### M1 wires, run 1

Scale bar: 20 um.
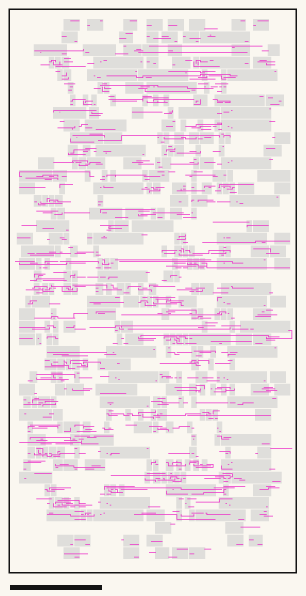
### Met2 routing, run 1

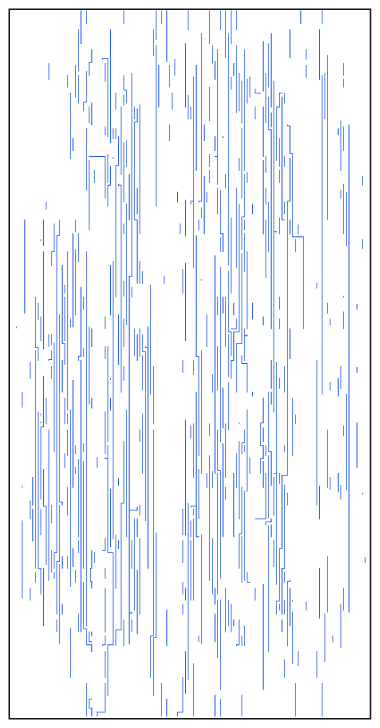
### Signal wires on met3, run 1

Scale bar: 20 um.
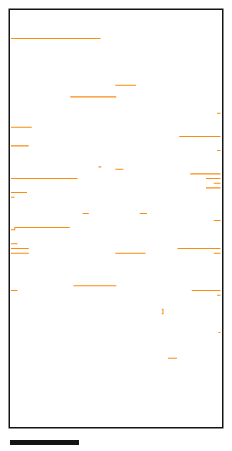
$ cat src/rtl/sub_diff_buffer_pkg.sv
// Shared constants, FIFO entry layout and occupancy encoding for the
// subtractor result buffer.
package sub_pkg;

   localparam int SUB_WIDTH = 16;
   localparam int SUB_CNT_W = 8;

   typedef struct packed {
      logic [SUB_WIDTH:1] mag;
      logic               neg;
      logic               zero;
   } sub_entry_t;

   typedef enum logic [1:0] {
      OCC_EMPTY = 2'd0,
      OCC_ONE   = 2'd1,
      OCC_FULL  = 2'd2
   } occ_t;

endpackage

$ cat src/rtl/sub_diff_buffer_abs.sv
// Combinational magnitude/zero extraction from a difference and its borrow.
import sub_pkg::*;

module sub_abs_16bit (
   input  logic [SUB_WIDTH:1] D,
   input  logic               B_out,
   output logic [SUB_WIDTH:1] mag,
   output logic               zero
);

   // D == 0 with a borrow folds to mag 0 naturally through the two's complement.
   always_comb begin
      mag  = {SUB_WIDTH{1'b0}};
      zero = (D == {SUB_WIDTH{1'b0}});
      if (B_out) begin
         mag = (~D) + {{(SUB_WIDTH-1){1'b0}}, 1'b1};
      end else begin
         mag = D;
      end
   end

endmodule

$ cat src/rtl/sub_diff_buffer.sv
// Two-entry result FIFO for the 16-bit subtractor with a saturating count of
// negative results.
import sub_pkg::*;

module sub_diff_buffer #(
   parameter int WIDTH = SUB_WIDTH,
   parameter int CNT_W = SUB_CNT_W
) (
   input  logic             clk,
   input  logic             rst_n,
   input  logic             in_valid,
   output logic             in_ready,
   input  logic [WIDTH:1]   D,
   input  logic             B_out,
   output logic             out_valid,
   input  logic             out_ready,
   output logic [WIDTH:1]   mag,
   output logic             neg,
   output logic             zero,
   output logic [CNT_W:1]   neg_cnt,
   input  logic             neg_clr
);

   localparam logic [CNT_W:1] CNT_MAX = {CNT_W{1'b1}};
   localparam logic [CNT_W:1] CNT_ONE = {{(CNT_W-1){1'b0}}, 1'b1};

   occ_t             state;
   occ_t             state_next;
   logic             head;
   logic             tail;
   sub_entry_t       mem [2];
   sub_entry_t       in_entry;
   logic [WIDTH:1]   in_mag;
   logic             in_zero;
   logic             push;
   logic             pop;
   logic             neg_push;

   sub_abs_16bit u_abs (
      .D     (D),
      .B_out (B_out),
      .mag   (in_mag),
      .zero  (in_zero)
   );

   assign in_ready = (state != OCC_FULL);
   assign out_valid = (state != OCC_EMPTY);
   assign push     = in_valid && in_ready;
   assign pop      = out_valid && out_ready;
   assign neg_push = push && B_out;

   assign in_entry = '{mag: in_mag, neg: B_out, zero: in_zero};

   assign mag  = mem[head].mag;
   assign neg  = mem[head].neg;
   assign zero = mem[head].zero;

   // Occupancy state register.
   always_ff @(posedge clk) begin
      if (!rst_n) begin
         state <= OCC_EMPTY;
      end else begin
         state <= state_next;
      end
   end

   // Occupancy next-state; simultaneous push/pop can only occur in ONE.
   always_comb begin
      state_next = state;
      case (state)
         OCC_EMPTY: begin
            if (push) state_next = OCC_ONE;
            else      state_next = OCC_EMPTY;
         end
         OCC_ONE: begin
            if (push && !pop)      state_next = OCC_FULL;
            else if (!push && pop) state_next = OCC_EMPTY;
            else                   state_next = OCC_ONE;
         end
         OCC_FULL: begin
            if (pop) state_next = OCC_ONE;
            else     state_next = OCC_FULL;
         end
         default: state_next = OCC_EMPTY;
      endcase
   end

   // Storage and pointers; storage is cleared so outputs read 0 after reset.
   always_ff @(posedge clk) begin
      if (!rst_n) begin
         head   <= 1'b0;
         tail   <= 1'b0;
         mem[0] <= '0;
         mem[1] <= '0;
      end else begin
         if (push) begin
            mem[tail] <= in_entry;
            tail      <= ~tail;
         end
         if (pop) begin
            head <= ~head;
         end
      end
   end

   // Saturating negative-result counter; a clear still counts a same-cycle negative push.
   always_ff @(posedge clk) begin
      if (!rst_n) begin
         neg_cnt <= {CNT_W{1'b0}};
      end else if (neg_clr) begin
         neg_cnt <= neg_push ? CNT_ONE : {CNT_W{1'b0}};
      end else if (neg_push && (neg_cnt != CNT_MAX)) begin
         neg_cnt <= neg_cnt + CNT_ONE;
      end
   end

endmodule

$ cat config.mk
export PLATFORM = sky130hd
export DESIGN_NAME = sub_diff_buffer
export DESIGN_NICKNAME = d
export VERILOG_FILES = /design/src/rtl/sub_diff_buffer_pkg.sv /design/src/rtl/sub_diff_buffer_abs.sv /design/src/rtl/sub_diff_buffer.sv
export SDC_FILE = /design/constraint.sdc
export NUM_CORES = 1
export LEC_CHECK = 0
export ABC_AREA = 1
export CELL_PAD_IN_SITES_DETAIL_PLACEMENT = 0
export CELL_PAD_IN_SITES_GLOBAL_PLACEMENT = 1
export CORE_ASPECT_RATIO = 2
export CORE_UTILIZATION = 39
export DETAILED_ROUTE_END_ITERATION = 7
export GPL_ROUTABILITY_DRIVEN = 1
export GPL_TIMING_DRIVEN = 0
export HOLD_SLACK_MARGIN = 0.05
export PLACE_DENSITY_LB_ADDON = 0.1
export SLEW_MARGIN = 40
export SYNTH_ARGS = -nofsm -noshare
export SYNTH_HDL_FRONTEND = slang
export SYNTH_HIERARCHICAL = 1
export SYNTH_SLANG_ARGS = --single-unit
export TNS_END_PERCENT = 10
$ cat constraint.sdc
create_clock -name clk -period 1.8 [get_ports clk]
set_input_delay 0.27 -clock clk [delete_from_list [all_inputs] [get_ports clk]]
set_output_delay 0.27 -clock clk [all_outputs]
set_load 0.01 [all_outputs]
==> summary.rpt, run 1 <==
================================================================================
Outcome ...........................................................    completed
Fp util ...........................................................        40.1%
Core area ......................................................... 0.00694 sq mm
TritonCTS clock tree ..............................................          yes
Max_cap viols .....................................................            0
Number of synthesized register bits ...............................           49
Sequential element share of the synthesized area ..................        48.1%
Synthesis Warnings ................................................            6
Multi-input comb cells ............................................          216
Most Used Layer, Global Route .....................................         met2
Flip-flop and latch count .........................................           49
Reg clk slew, reported paths ......................................      0.06 ns
Synth Net Count ...................................................          348
Worst path bufs/invs ..............................................            3
Total of clock buffers placed in the layout .......................            8
Global routing met2 resource utilization ..........................        39.0%
Footprint of the multi-input gates ................................ 0.00123 sq mm
Final WS setup ....................................................    0.0444 ns
Hold Startpoint ...................................................   neg_cnt[7]
Post-synthesis cell type with the largest instance count .......... sky130_fd_sc_hd__nand2_1
Power per Cell Area ...............................................  750 mW/mm^2
Count of unique library cells instantiated by Yosys ...............           31
Biggest area contributors in the synthesized netlist .............. sky130_fd_sc_hd__edfxtp_1 39%, sky130_fd_sc_hd__dfxtp_1 9.3%, sky130_fd_sc_hd__nand2_1 8.6%
Dpl hpwl ..........................................................      4840 um
Most used flip-flop cell .......................................... sky130_fd_sc_hd__edfxtp_1
Count of instantiated cells in the yosys netlist ..................          324
Flop area ......................................................... 0.00134 sq mm
Launch point of the worst reg-to-reg path .........................     state[1]
Inserted tap cell count ...........................................           90
Die W .............................................................      61.8 um
Maximum number of pins on one net before global-route repair ......           19
Layout clock area frac ............................................        3.81%
Share of synthesized area spent on multiplexers ...................        7.27%
Tally of filler cells in the layout ...............................          674
Headroom to the max-slew limit ....................................        79.0%
Multi-input gate share of the layout cell area ....................        34.2%
Hold buffer count at CTS ..........................................            0
Drt via density ...................................................         4.68
Summed area of non-filler cells in the final layout ............... 0.00358 sq mm
Initial antenna violation count ...................................            0
Final Hold Violation Tally ........................................            0
Critical Path, Cell by Cell ....................................... buf_6 > buf_12 > mux2_2 > dlygate4sd2_1
Fraction of the core area covered by cells at the end of the flow .        51.6%
Area of the die ................................................... 0.00751 sq mm
Number of cell rows ...............................................           43
Placed standard-cell area ......................................... 0.00339 sq mm
Reported leakage power ............................................   0.00155 uW
Antenna Diode Count ...............................................            0
Adder Area Share ..................................................       0.898%
Number of warning messages in the logs ............................           26
Synth Cell Area ................................................... 0.00279 sq mm
Post-layout net count .............................................          407
# Post-CTS Setup Buffers ..........................................            3
Place WS ..........................................................    -0.424 ns
Post-synthesis share of cell area spent on xor and xnor gates .....        2.20%
Top cell area share ...............................................        38.8%
Commonest non-fill, non-tap cells in the layout ................... 62 x sky130_fd_sc_hd__nand2_1, 59 x sky130_fd_sc_hd__nor2_1, 45 x sky130_fd_sc_hd__inv_1
Worst Path Arrival ................................................      1.49 ns
Detailed Routing Iterations Pass 1 ................................            4
Max Fanout on Critical Path .......................................           10
Worst Setup Start Kind ............................................    flip-flop
RSZ-0062 raised after global routing ..............................        false
Sinks on the clock net ............................................           49
Post-synth EDFFs ..................................................           36
Ao+oa area frac ...................................................        4.18%
Data buffer area share ............................................        16.2%
Met3 global-route usage ...........................................        3.29%
Placed insts ......................................................          463
Number of standard cells in the final layout excluding fillers ....          474
Transition time at the pin with the least slew margin .............     0.316 ns
CTS root buffer ................................................... sky130_fd_sc_hd__clkbuf_16
Maximum buffer depth of the clock tree ............................            2
Met1 Resource Use GR ..............................................        17.7%
Cell count after synthesis ........................................          324
Slowest cell on the critical path ................................. sky130_fd_sc_hd__dfxtp_1
Layout overhead on the synthesized area ...........................        28.6%
Flop share of the area ............................................        37.4%
Cts repair resizes ................................................           26
Fraction of final layout cells with drive strength greater than 1 .        17.7%
================================================================================
About 'M1 wires':
The wires run mostly horizontal. 368 nets have wire on it. The layer carries 2,090 um of wire. The layer holds 33% of the routed length.

About 'Met2 routing':
343 nets have wire on it. The longest straight run is 83.6 um.

About 'Signal wires on met3':
The layer holds 3.1% of the routed length. The layer carries 196 um of wire. 29 nets have wire on it.

## run 1: power by group
part           switching [uW]  internal (uW)
Combinational             262            226
Sequential               25.4           1290
Clock                     370            517
Total                     657           2030
## run 1: sequential cells by signal, summed over array words and instances, names as in the netlist, named ones only
register	count
head	1
mem	36
neg_cnt	8
state	2
tail	1
## run 1: path summary, 6_finish.rpt
kind	endpoint	slack, ns	cells past startpoint
setup / recovery	mag[15]	0.04	4
hold reg to reg	neg_cnt[7]	0.49	2
hold / removal	neg_cnt[7]	0.49	2
setup reg to reg	mem[1][13]	0.18	6
## run 1: layer usage
metal | wire (um) | share of wire [%]
met1 | 2090 | 33
met2 | 4000 | 63
met3 | 195 | 3.1
met4 | 95 | 1.5
met5 | 0 | 0
### Clock nets, run 1

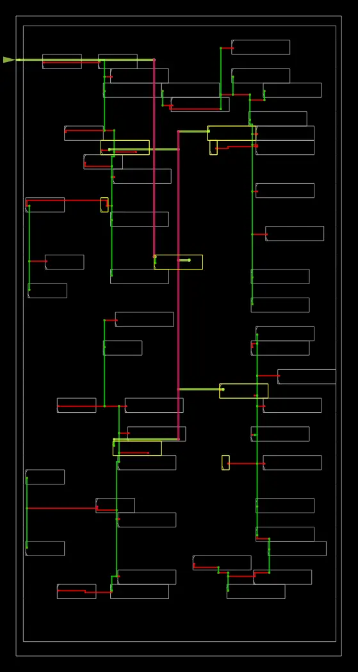

--- run 2 (diff from run 1) ---
--- a/config.mk
+++ b/config.mk
@@ -6,13 +6,12 @@
 export NUM_CORES = 1
 export LEC_CHECK = 0
 export ABC_AREA = 1
-export CELL_PAD_IN_SITES_DETAIL_PLACEMENT = 0
+export CELL_PAD_IN_SITES_DETAIL_PLACEMENT = 1
 export CELL_PAD_IN_SITES_GLOBAL_PLACEMENT = 1
 export CORE_ASPECT_RATIO = 2
 export CORE_UTILIZATION = 39
 export DETAILED_ROUTE_END_ITERATION = 7
 export GPL_ROUTABILITY_DRIVEN = 1
-export GPL_TIMING_DRIVEN = 0
 export HOLD_SLACK_MARGIN = 0.05
 export PLACE_DENSITY_LB_ADDON = 0.1
 export SLEW_MARGIN = 40
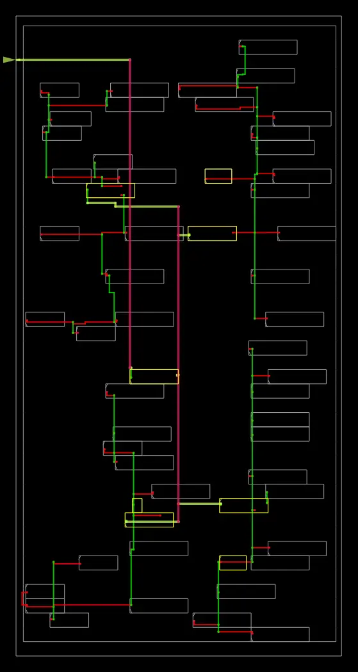
*Clock nets, run 2*
clock network power: 972 uW
number of buffers created by CTS: 5
Insertion Delay late pin: 0.29 ns
final clock skew: 0.00522 ns
flip-flop and latch count: 49

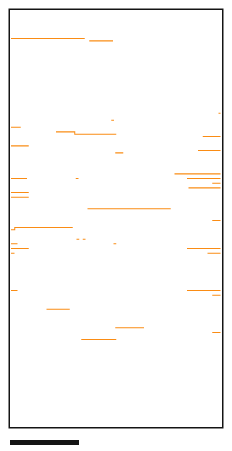
*Signal wires on met3, run 2*
Scale bar: 20 um.
The layer carries 219 um of wire. 29 nets have wire on it. The longest straight run is 23.9 um. The wires run mostly horizontal. The layer holds 3.1% of the routed length.

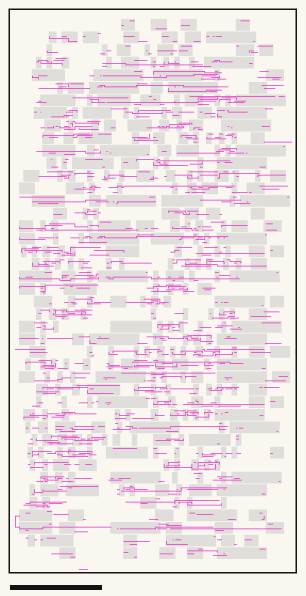
*M1 wires, run 2*
Scale bar: 20 um.
met1 Resource Use GR: 18.8%
number of vias in the routed layout: 2,296
total wire length after detailed routing: 6970 um

==> run 2 against run 1 <==
Compared with the run above:
- clock skew rose by 0.0018 ns
- largest power group unchanged
- final area rose by 0.84%
- critical path type unchanged
- die area is the same
- critical endpoint is now mag[2]
- sequential share of layout area fell by 0.28 points
==> summary.rpt, run 2 <==
================================================================================
Outcome ...........................................................    completed
Total of clock buffers placed in the layout .......................            7
TritonCTS clock tree ..............................................          yes
Maximum buffer depth of the clock tree ............................            2
Number of standard cells in the final layout excluding fillers ....          474
Ao+oa area frac ...................................................        4.18%
DR WL met2 ........................................................      4310 um
Setup slack, reg-to-reg ...........................................      0.34 ns
Layout clock area frac ............................................        4.36%
Synth Cell Area ................................................... 0.00279 sq mm
Most used flip-flop cell .......................................... sky130_fd_sc_hd__edfxtp_1
Post-synthesis share of cell area spent on xor and xnor gates .....        2.20%
Max Fanout on Critical Path .......................................            8
Antenna Diode Count ...............................................            0
Inserted tap cell count ...........................................           90
Launch point of the worst reg-to-reg path .........................   neg_cnt[1]
Data buffer area share ............................................        16.9%
Fp util ...........................................................        40.1%
Met3 global-route usage ...........................................        3.08%
Post-synthesis cell type with the largest instance count .......... sky130_fd_sc_hd__nand2_1
Power per Cell Area ...............................................  770 mW/mm^2
Detailed-routing wirelength on met1 ...............................      2290 um
Share of synthesized area spent on multiplexers ...................        7.27%
Most Used Layer, Global Route .....................................         met2
Number of cell rows ...............................................           43
Clock share of power ..............................................        35.0%
Number of synthesized register bits ...............................           49
Sequential cell fraction of total power ...........................        47.3%
Footprint of the multi-input gates ................................ 0.00120 sq mm
Dominant power group ..............................................    registers
Synthesis Warnings ................................................            6
Adder Area Share ..................................................       0.898%
Largest registers ................................................. mem (36), neg_cnt (8), state (2)
Power consumed by combinational cells .............................       494 uW
Highest routed layer ..............................................         met4
Number of instances on the worst hold path ........................            2
Count of unique library cells instantiated by Yosys ...............           31
Cell count after synthesis ........................................          324
Sequential element share of the synthesized area ..................        48.1%
Post-synth EDFFs ..................................................           36
Worst path bufs/invs ..............................................            2
Hold buffer count at CTS ..........................................            0
Reported leakage power ............................................   0.00161 uW
Hold Startpoint ...................................................   neg_cnt[7]
Worst Path Arrival ................................................      1.45 ns
Commonest non-fill, non-tap cells in the layout ................... 64 x sky130_fd_sc_hd__nand2_1, 59 x sky130_fd_sc_hd__nor2_1, 45 x sky130_fd_sc_hd__inv_1
Die W .............................................................      61.8 um
Number of flip-flops in the largest register ......................           36
Global routing met2 resource utilization ..........................        41.9%
Sinks on the clock net ............................................           49
Headroom to the max-slew limit ....................................        73.3%
RSZ-0062 raised after global routing ..............................        false
Detailed-routed wire length on met3 ...............................       219 um
Reg with most FFs .................................................          mem
Count of instantiated cells in the yosys netlist ..................          324
Slowest cell on the critical path ................................. sky130_fd_sc_hd__dfxtp_2
Multi-input gate share of the layout cell area ....................        33.3%
Top cell area share ...............................................        38.8%
Synth Net Count ...................................................          348
Final WS setup ....................................................    0.0778 ns
Layout overhead on the synthesized area ...........................        29.7%
Fraction of final layout cells with drive strength greater than 1 .        18.2%
Transition time at the pin with the least slew margin .............     0.399 ns
Worst Setup Start Kind ............................................    flip-flop
Number of warning messages in the logs ............................           27
Net load switching power ..........................................       678 uW
Combinational group share of total power ..........................        17.8%
Flop area ......................................................... 0.00134 sq mm
Area of the die ................................................... 0.00751 sq mm
================================================================================
==> run 2: cell counts after synthesis <==
No cell type changed its count.
==> run 2: worst max-delay path by stage <==
stage	start	to	depth (start not counted)
floorplan	state[0]	mem[1][0]	7
global placement	D[1]	mem[0][16]	12
detailed placement	D[1]	mem[0][16]	12
CTS	flip-flop	mag[16]	3
global route	flip-flop	mag[2]	3
finish	flip-flop	mag[2]	3
==> run 2: repair_timing <==
item,in CTS,in global routing
gates resized,21,1
gates cloned,0,0
endpoints found under the setup margin,18,1
==> run 2: worst register-to-register path: cells and delay by family, from the launching register on <==
| kind | cells | cell delay (ns) |
|---|---|---|
| compound gates | 1 | 0.05 |
| flops | 1 | 0.45 |
| simple gates | 6 | 0.58 |
| fa+ha+maj | 1 | 0.24 |
### Met2 routing, run 2

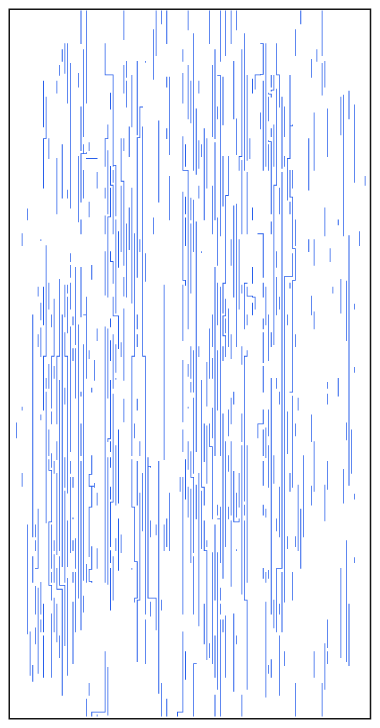

--- run 3 (diff from run 2) ---
--- a/config.mk
+++ b/config.mk
@@ -8,7 +8,6 @@
 export ABC_AREA = 1
 export CELL_PAD_IN_SITES_DETAIL_PLACEMENT = 1
 export CELL_PAD_IN_SITES_GLOBAL_PLACEMENT = 1
-export CORE_ASPECT_RATIO = 2
 export CORE_UTILIZATION = 39
 export DETAILED_ROUTE_END_ITERATION = 7
 export GPL_ROUTABILITY_DRIVEN = 1
==> constraint.sdc (replaced) <==
create_clock -name clk -period 1.8 [get_ports clk]
set_input_delay 0.27 -clock clk [delete_from_list [all_inputs] [get_ports clk]]
set_output_delay 0.27 -clock clk [all_outputs]
set_load 0.1 [all_outputs]
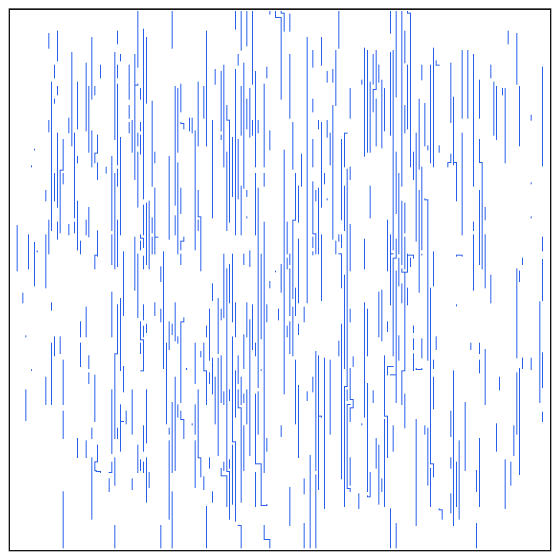
*Met2 routing, run 3*
total wire length after detailed routing: 6910 um
number of vias in the routed layout: 2,250
global routing met2 resource utilization: 35.1%

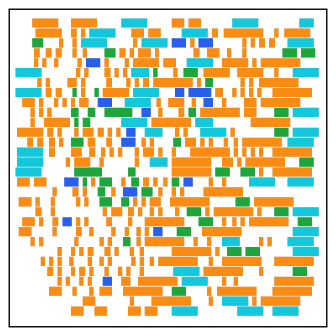
*Cell sizes after repair, run 3*
Orange is drive 1 or less, cells 285. Cyan is drive 6 and up, cells 39. Green is drive 2, cells 43. Blue is drive 3 to 4, cells 16.

==> run 3 against run 2 <==
Compared with the run above:
- register-to-register slack improved by 0.05 ns
- fmax increased by 0.91%
- die area fell by 0.28%
- largest power group unchanged
==> summary.rpt, run 3 <==
================================================================================
Largest registers ................................................. mem (36), neg_cnt (8), state (2)
Sequential cell fraction of total power ...........................        43.8%
Detailed Routing Iterations Pass 1 ................................            4
Max Fanout on Critical Path .......................................           18
Number of synthesized register bits ...............................           49
Hold Startpoint ...................................................         head
Maximum number of pins on one net before global-route repair ......           23
Reg with most FFs .................................................          mem
Reg clk slew, reported paths ......................................      0.09 ns
Cts repair resizes ................................................            0
Dominant power group ..............................................    registers
Launch point of the worst reg-to-reg path .........................   neg_cnt[1]
Detailed-routing wirelength on met1 ...............................      3080 um
Final WS setup ....................................................    0.0932 ns
Total of endpoints with negative setup slack in the final report ..            0
Tally of filler cells in the layout ...............................          781
Placed standard-cell area ......................................... 0.00376 sq mm
# Post-CTS Setup Buffers ..........................................            0
Headroom to the max-slew limit ....................................        78.5%
Number of buffers created by CTS ..................................            5
Worst Path Arrival ................................................      1.44 ns
Fp util ...........................................................        40.8%
Largest area contributor in the netlist ........................... sky130_fd_sc_hd__edfxtp_1
Power per Cell Area ...............................................  778 mW/mm^2
Number of warning messages in the logs ............................           27
Layout overhead on the synthesized area ...........................        38.4%
Footprint of the multi-input gates ................................ 0.00121 sq mm
Met1 Resource Use GR ..............................................        26.6%
Met3 global-route usage ...........................................        3.24%
Biggest area contributors in the synthesized netlist .............. sky130_fd_sc_hd__edfxtp_1 39%, sky130_fd_sc_hd__dfxtp_1 9.3%, sky130_fd_sc_hd__nand2_1 8.6%
Worst reg-to-reg path cell count ..................................            8
Initial DRC Count .................................................           62
Sequential element share of the synthesized area ..................        48.1%
Dpl hpwl ..........................................................      5310 um
Most Used Layer, Global Route .....................................         met2
Reported leakage power ............................................   0.00166 uW
Hold buffer count at CTS ..........................................            0
Cycle use final ...................................................        94.8%
Count of instantiated cells in the yosys netlist ..................          324
Final Hold Violation Tally ........................................            0
Post-synthesis cell type with the largest instance count .......... sky130_fd_sc_hd__nand2_1
Worst flop-to-flop path endpoint ..................................   neg_cnt[4]
Initial antenna violation count ...................................            0
Most frequently placed logic cell in the final layout ............. sky130_fd_sc_hd__nand2_1
Maximum buffer depth of the clock tree ............................            2
Power consumed by combinational cells .............................      1020 uW
Post-synthesis async set-or-reset flop share ......................           0%
TritonCTS clock tree ..............................................          yes
First-pass GRT wire length ........................................    11,600 um
Combinational group share of total power ..........................        34.1%
Count of unique library cells instantiated by Yosys ...............           31
Commonest non-fill, non-tap cells in the layout ................... 63 x sky130_fd_sc_hd__nand2_1, 59 x sky130_fd_sc_hd__nor2_1, 45 x sky130_fd_sc_hd__inv_1
Number of flip-flops in the largest register ......................           36
Die W .............................................................      86.5 um
Post-DRT Antenna Nets .............................................            0
Chip area in the Yosys report ..................................... 0.00279 sq mm
Share of synthesized area spent on multiplexers ...................        7.27%
Fraction of the core area covered by cells at the end of the flow .        56.4%
Clock share of power ..............................................        22.1%
Insertion Delay late pin ..........................................      0.30 ns
Synthesis Warnings ................................................            6
Post-layout net count .............................................          406
Place WS ..........................................................    -0.109 ns
Final Max Slew Viols ..............................................            0
Summed area of non-filler cells in the final layout ............... 0.00386 sq mm
Outcome ...........................................................    completed
Aggregate global-route resource usage .............................        20.3%
Most used flip-flop cell .......................................... sky130_fd_sc_hd__edfxtp_1
Peak supply drop ..................................................     0.360 mV
Input/output buffers ..............................................           49
Worst Setup Start Kind ............................................    flip-flop
Adder Area Share ..................................................       0.898%
Timing endpoint of the critical path ..............................      mag[15]
Worst hold slack after final layout ...............................     0.523 ns
Number of cell rows ...............................................           30
Detailed-routed wire length on met3 ...............................       217 um
Transition time at the pin with the least slew margin .............     0.322 ns
Total number of H-tree levels .....................................            2
Post-synthesis share of cell area spent on xor and xnor gates .....        2.20%
Post-synth EDFFs ..................................................           36
Number of instances on the worst hold path ........................            2
Wire length per cell after detailed routing .......................      14.4 um
DR WL met2 ........................................................      3540 um
Area of the die ................................................... 0.00749 sq mm
Ao+oa area frac ...................................................        4.18%
Core area ......................................................... 0.00683 sq mm
Cell count after synthesis ........................................          324
Placed insts ......................................................          471
Top cell area share ...............................................        38.8%
Antenna Diode Count ...............................................            0
Fraction of final layout cells with drive strength greater than 1 .        25.6%
Power attributed to sequential cells ..............................      1310 uW
CTS root buffer ................................................... sky130_fd_sc_hd__clkbuf_8
GP Congestion .....................................................        0.829
Switching fraction of total power .................................        35.7%
Flop area ......................................................... 0.00134 sq mm
Synth Net Count ...................................................          348
Drt via density ...................................................         4.70
Die height ........................................................      86.5 um
Highest routed layer ..............................................         met4
Internal Power ....................................................      1930 uW
Net load switching power ..........................................      1070 uW
Synth Cell Area ................................................... 0.00279 sq mm
Final clock skew ..................................................   0.00624 ns
Vias in the first global route ....................................        2,318
Setup slack, reg-to-reg ...........................................      0.39 ns
Max_cap viols .....................................................            0
Sinks on the clock net ............................................           49
Congestion Overflow GR ............................................            0
Critical path capture point type ..................................  output port
RSZ-0062 raised after global routing ..............................        false
Clock network power ...............................................       663 uW
Number of standard cells in the final layout excluding fillers ....          479
================================================================================
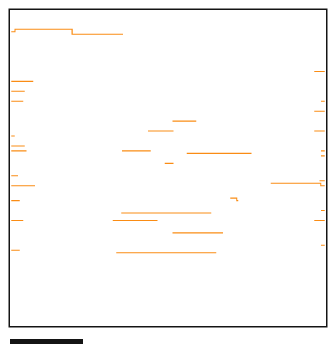
*Signal wires on met3, run 3*
Scale bar: 20 um.
29 nets have wire on it. The wires run mostly horizontal. The layer holds 3.1% of the routed length. The longest straight run is 27.1 um.

-- run 3: cells by family after synthesis --
family                     Yosys count
AOI/OAI and AO/OA                   19
xor gates and xnor gates             7
adders and majority gates            2
buffers and inverters               59
DFF                                 49
muxes                               18
and+or+nand+nor                    170
-- run 3: cell type report --
type	count	share of cell area [%]
clock buffer	6	1.88
inverter	50	4.87
sequential	49	34.8
timing repair buffer	60	23.5
tap	96	3.11
multi-input combinational	216	31.4
clock inverter	2	0.389
-- run 3: worst max-delay path: stages, from the launching register on --
cell and delay, ns:
sky130_fd_sc_hd__dfxtp_1 0.34, sky130_fd_sc_hd__buf_6 0.20, sky130_fd_sc_hd__mux2_2 0.40, sky130_fd_sc_hd__buf_12 0.18
Power and IR drop assume default switching activity.
